### src/rtl/frame_cfg_pkg.sv
`default_nettype none
// ============================================================================
// Module   : frame_cfg_pkg
// Purpose  : Shared constants for the frame configuration controller: the
//            sync word, command opcodes, header field positions and the
//            controller state encoding.
// Ports    : none (package)
// Options  : CONFIG_CHECKSUM_EN enables the CHK state in the controller.
// Revision : 1.0 - initial release
// ============================================================================
package frame_cfg_pkg;

  localparam logic [31:0] SYNC_WORD = 32'hFAB0_FAB1;
  localparam logic [7:0]  OP_WRITE  = 8'h01;
  localparam logic [7:0]  OP_END    = 8'h02;

  // Header layout: opcode [31:24], column [15:8], frame [7:0].
  localparam int FIELD_W = 8;
  localparam int OPC_LSB = 24;
  localparam int COL_LSB = 8;
  localparam int FRM_LSB = 0;

  typedef enum logic [2:0] {
    S_IDLE   = 3'd0,
    S_HDR    = 3'd1,
    S_DATA   = 3'd2,
    S_STROBE = 3'd3,
    S_HOLD   = 3'd4,
    S_CHK    = 3'd5
  } state_t;

endpackage
`default_nettype wire

### src/rtl/frame_strobe_decoder.sv
`default_nettype none
// ============================================================================
// Module   : frame_strobe_decoder
// Purpose  : Combinational one-hot decode of a {column, frame} address into
//            the flat FrameStrobe vector (bit col*MaxFramesPerCol+frame).
// Ports    : col    in  8   latched column address
//            frame  in  8   latched frame address
//            en     in  1   produce a strobe this cycle
//            strobe out MaxFramesPerCol*NumColumns  one-hot (or all zero)
// Revision : 1.0 - initial release
// ============================================================================
module frame_strobe_decoder #(
  parameter int MaxFramesPerCol = 20,
  parameter int NumColumns      = 8
) (
  input  logic [7:0]                              col,
  input  logic [7:0]                              frame,
  input  logic                                    en,
  output logic [MaxFramesPerCol*NumColumns-1:0]   strobe
);

  for (genvar c = 0; c < NumColumns; c++) begin : g_col
    for (genvar f = 0; f < MaxFramesPerCol; f++) begin : g_frm
      assign strobe[c*MaxFramesPerCol+f] = en && (col == 8'(c)) && (frame == 8'(f));
    end
  end

endmodule
`default_nettype wire

### src/rtl/frame_config_ctrl.sv
`default_nettype none
// ============================================================================
// Module   : frame_config_ctrl
// Purpose  : Hunts for the sync word, parses frame-write headers, assembles a
//            frame column in FrameData and fires a registered one-hot
//            FrameStrobe for the addressed frame latches.
// Ports    : CLK         in   1    clock
//            resetn      in   1    asynchronous active-low reset
//            in_data     in   32   configuration word
//            in_valid    in   1    in_data valid
//            in_ready    out  1    word accepted when in_valid && in_ready
//            FrameData   out  FrameBitsPerRow*NumRows   assembled frame
//            FrameStrobe out  MaxFramesPerCol*NumColumns one-hot latch strobe
//            busy        out  1    session active (sync seen, no END yet)
//            done        out  1    sticky, END received cleanly
//            err         out  1    sticky, protocol error
// Options  : CONFIG_CHECKSUM_EN - rotate-xor checksum over header/data words,
//            verified by one extra word after OP_END.
// Revision : 1.0 - initial release
// ============================================================================
module frame_config_ctrl
  import frame_cfg_pkg::*;
#(
  parameter int MaxFramesPerCol = 20,
  parameter int FrameBitsPerRow = 32,
  parameter int NumRows         = 4,
  parameter int NumColumns      = 8
) (
  input  logic                                    CLK,
  input  logic                                    resetn,
  input  logic [31:0]                             in_data,
  input  logic                                    in_valid,
  output logic                                    in_ready,
  output logic [FrameBitsPerRow*NumRows-1:0]      FrameData,
  output logic [MaxFramesPerCol*NumColumns-1:0]   FrameStrobe,
  output logic                                    busy,
  output logic                                    done,
  output logic                                    err
);

  localparam int                ROW_W    = (NumRows > 1) ? $clog2(NumRows) : 1;
  localparam logic [ROW_W-1:0]  LAST_ROW = ROW_W'(NumRows - 1);
  localparam logic [8:0]        COL_LIM  = 9'(NumColumns);
  localparam logic [8:0]        FRM_LIM  = 9'(MaxFramesPerCol);
  localparam int                STROBE_W = MaxFramesPerCol * NumColumns;

  state_t                state;
  logic [ROW_W-1:0]      row;
  logic [7:0]            addr_col;
  logic [7:0]            addr_frame;

  logic                  accept;
  logic [7:0]            hdr_op;
  logic [7:0]            hdr_col;
  logic [7:0]            hdr_frm;
  logic                  hdr_addr_ok;
  logic                  last_word;
  logic [STROBE_W-1:0]   strobe_next;

  assign accept      = in_valid && in_ready;
  assign hdr_op      = in_data[OPC_LSB +: FIELD_W];
  assign hdr_col     = in_data[COL_LSB +: FIELD_W];
  assign hdr_frm     = in_data[FRM_LSB +: FIELD_W];
  assign hdr_addr_ok = ({1'b0, hdr_col} < COL_LIM) && ({1'b0, hdr_frm} < FRM_LIM);
  // The strobe is decoded while the final row is being accepted and then
  // registered, so it appears in the cycle after that word.
  assign last_word   = (state == S_DATA) && accept && (row == LAST_ROW);

`ifdef CONFIG_CHECKSUM_EN
  logic [31:0] chk;
  logic [31:0] chk_next;
  assign chk_next = {chk[30:0], chk[31]} ^ in_data;
`endif

  frame_strobe_decoder #(
    .MaxFramesPerCol (MaxFramesPerCol),
    .NumColumns      (NumColumns)
  ) u_decoder (
    .col    (addr_col),
    .frame  (addr_frame),
    .en     (last_word),
    .strobe (strobe_next)
  );

  always_ff @(posedge CLK or negedge resetn) begin
    if (!resetn) begin
      state       <= S_IDLE;
      in_ready    <= 1'b0;
      row         <= '0;
      addr_col    <= '0;
      addr_frame  <= '0;
      FrameData   <= '0;
      FrameStrobe <= '0;
      busy        <= 1'b0;
      done        <= 1'b0;
      err         <= 1'b0;
`ifdef CONFIG_CHECKSUM_EN
      chk         <= '0;
`endif
    end else begin
      in_ready    <= 1'b1;
      FrameStrobe <= strobe_next;
      case (state)
        S_IDLE: begin
          if (accept && (in_data == SYNC_WORD)) begin
            state <= S_HDR;
            busy  <= 1'b1;
            done  <= 1'b0;
            err   <= 1'b0;
`ifdef CONFIG_CHECKSUM_EN
            chk   <= '0;
`endif
          end
        end

        S_HDR: begin
          if (accept) begin
`ifdef CONFIG_CHECKSUM_EN
            chk <= chk_next;
`endif
            if ((hdr_op == OP_WRITE) && hdr_addr_ok) begin
              addr_col   <= hdr_col;
              addr_frame <= hdr_frm;
              row        <= '0;
              state      <= S_DATA;
            end else if (hdr_op == OP_END) begin
`ifdef CONFIG_CHECKSUM_EN
              state <= S_CHK;
`else
              done  <= 1'b1;
              busy  <= 1'b0;
              state <= S_IDLE;
`endif
            end else begin
              // Bad address or unknown opcode (including a repeated sync).
              err   <= 1'b1;
              busy  <= 1'b0;
              state <= S_IDLE;
            end
          end
        end

        S_DATA: begin
          if (accept) begin
`ifdef CONFIG_CHECKSUM_EN
            chk <= chk_next;
`endif
            for (int r = 0; r < NumRows; r++) begin
              if (row == ROW_W'(r)) begin
                FrameData[r*FrameBitsPerRow +: FrameBitsPerRow] <= in_data;
              end
            end
            if (row == LAST_ROW) begin
              state    <= S_STROBE;
              in_ready <= 1'b0;
            end else begin
              row <= row + 1'b1;
            end
          end
        end

        // Two stall cycles keep FrameData stable around the strobe.
        S_STROBE: begin
          state    <= S_HOLD;
          in_ready <= 1'b0;
        end

        S_HOLD: begin
          state <= S_HDR;
        end

        S_CHK: begin
`ifdef CONFIG_CHECKSUM_EN
          if (accept) begin
            if (in_data == chk) done <= 1'b1;
            else                err  <= 1'b1;
            busy  <= 1'b0;
            state <= S_IDLE;
          end
`else
          state <= S_IDLE;
`endif
        end

        default: state <= S_IDLE;
      endcase
    end
  end

endmodule
`default_nettype wire

### config.mk
export PLATFORM = sky130hd
export DESIGN_NAME = frame_config_ctrl
export DESIGN_NICKNAME = d
export VERILOG_FILES = /design/src/rtl/frame_cfg_pkg.sv /design/src/rtl/frame_strobe_decoder.sv /design/src/rtl/frame_config_ctrl.sv
export SDC_FILE = /design/constraint.sdc
export NUM_CORES = 1
export LEC_CHECK = 0
export ABC_CLOCK_PERIOD_IN_PS = 4300
export CAP_MARGIN = 5
export CORE_MARGIN = 8
export CORE_UTILIZATION = 30
export CTS_CLUSTER_SIZE = 10
export DETAILED_ROUTE_END_ITERATION = 7
export PLACE_DENSITY = 0.54
export SLEW_MARGIN = 20
export SYNTH_ARGS = -nofsm -noshare
export SYNTH_HDL_FRONTEND = slang
export SYNTH_SLANG_ARGS = --single-unit
### constraint.sdc
create_clock -name CLK -period 4.3 [get_ports CLK]
set_input_delay 0.86 -clock CLK [delete_from_list [all_inputs] [get_ports CLK]]
set_output_delay 0.86 -clock CLK [all_outputs]
set_load 0.005 [all_outputs]
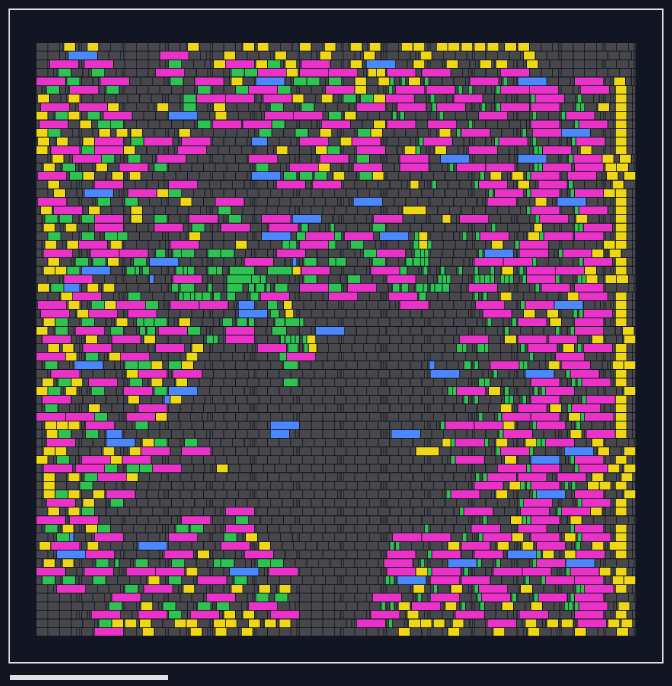
(placed cells, one color a class)
Bar = 50 um. Fill, decap, tap and diode cells in gray.
Green stands for remaining logic cells, cells 413, share of their area 19%. Magenta stands for sequential cells, cells 313, share of their area 52%. Blue stands for clock drivers and dummy loads, cells 48, share of their area 6.9%. Yellow stands for remaining buffers and delay cells, cells 341, share of their area 22%.

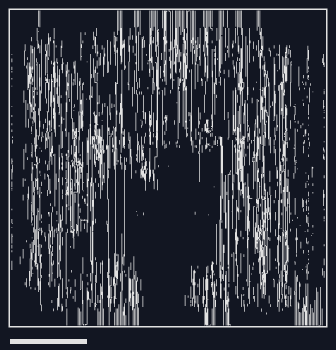
(metal 2)
Bar = 50 um.
The layer carries 15000 um of wire. 969 nets have wire on it. The layer holds 45% of the routed length.

==> Flow_metrics.wiki <==
=== Synthesis and place and route ===
{| class="wikitable"
! Metric !! Value
|-
| Drt initial violations || 280
|-
| Core utilization at floorplan || 30.5%
|-
| Diode count || 0
|-
| Full die area || 42500 um^2
|-
| Largest contributor to cell area by class || flip-flops and latches
|-
| Peak-usage layer in the global routing report || met2
|-
| Period utilisation layout || 64.8%
|-
| Library cell used as clock root buffer || clkbuf_16
|-
| Peak supply drop || 271 uV
|-
| Synthesis-stage register bit count || ~310
|-
| Synth Instances || roughly 760
|-
| H-tree levels || 2
|-
| GR Layer Usage met3 || 7.01%
|-
| Launch point of the worst reg-to-reg path || state[0]$_DFFE_PN0P_
|-
| Largest net degree at the start of global routing || a little under 100
|-
| Number of warnings in the stage logs || 29
|-
| Worst path bufs/invs || 1
|-
| Worst hold-check slack || 0.373 ns
|-
| Relative slew margins || between 30% and 40%
|-
| Proportion of cell area occupied by registers || 49.8%
|-
| Number of remaining DRC errors || 0
|-
| Yosys adder share || 0.461%
|-
| Post-synth EDFFs || 0
|-
| Number of nets in the final layout || 1146
|-
| Min Tclk post-route || between 2 and 3 ns
|-
| Sequence of cells on the critical path || clkdlybuf4s50_1 -> or4_1 -> nor2_1 -> nand4_2 -> nor2_4 -> mux2_2
|-
| Area of the synthesized netlist per yosys stat || 10800 um^2
|-
| Vias after detailed routing || between 7000 and 8000
|-
| Outcome || finished, final reports clean
|-
| Final count of hold timing violations || 0
|-
| Setup bufs post-CTS || 0
|-
| Max-slew violation count || 0
|-
| Total number of clock tree sinks || 313
|-
| Clk pin slew, worst setup/hold paths || approximately 0.050 ns
|-
| Post-layout instance count excluding filler cells || 1576
|-
| First-pass GRT wire length || 50000 um
|-
| R2r setup slk || between 2 and 2.5 ns
|-
| Final sum of negative setup slack || 0 ns
|-
| Commonest register cell after synthesis || dfrtp_1
|-
| Proportion of final cell area spent on non-clock buffers || 21.6%
|-
| Sequential cell area in the final layout || 7830 um^2
|-
| Buffers, non-clock || 341
|}
## worst min path at each step
stage               slack (ns)                         end                    start  cells past startpoint
global placement          0.48     addr_col[5]$_DFFE_PN0P_  addr_col[5]$_DFFE_PN0P_                      1
finish                    0.37   FrameStrobe[98]$_DFF_PN0_                   resetn                      1
global route              0.43  FrameStrobe[158]$_DFF_PN0_                   resetn                      1
detailed placement        0.48     addr_col[7]$_DFFE_PN0P_  addr_col[7]$_DFFE_PN0P_                      1
floorplan                 0.45     addr_col[6]$_DFFE_PN0P_  addr_col[6]$_DFFE_PN0P_                      1
CTS                       0.41   FrameStrobe[98]$_DFF_PN0_                   resetn                      1
## synthesized netlist by cell type (all sizes together) (3+ instances only)
| library cell | count | area, um^2 |
|---|---|---|
| nor3b | 3 | 22.5 |
| dfrtp | 313 | 7830 |
| clkbuf | 20 | 85.1 |
| ha | 4 | 50.1 |
| nor2 | 172 | 653 |
| nor2b | 14 | 95.1 |
| mux2 | 136 | 1530 |
| and3 | 3 | 18.8 |
| nand3 | 7 | 35.0 |
| nor4 | 5 | 52.6 |
| nand2 | 31 | 116 |
| a21oi | 3 | 15.0 |
| buf | 14 | 65.1 |
| nand4 | 4 | 31.3 |
| and2 | 3 | 18.8 |
| or4 | 5 | 41.3 |
## through the flow
step | util (%) | instance area [um^2] | total power, mW | setup slack [ns]
3_5_place_dp | 41.3 | 14700 | 3.14 | 0.977
6_report | 44.2 | 15700 | 5.87 | 1.51
4_1_cts | 44.2 | 15700 | 5.97 | 1.52
3_3_place_gp | 41.3 | 14700 | 3.14 | 1.03
2_1_floorplan | - | 10800 | 3.01 | 1.77
5_1_grt | 44.2 | 15700 | 6.09 | 1.35
Power figures rest on the tool's default switching activity, not on a simulated workload.
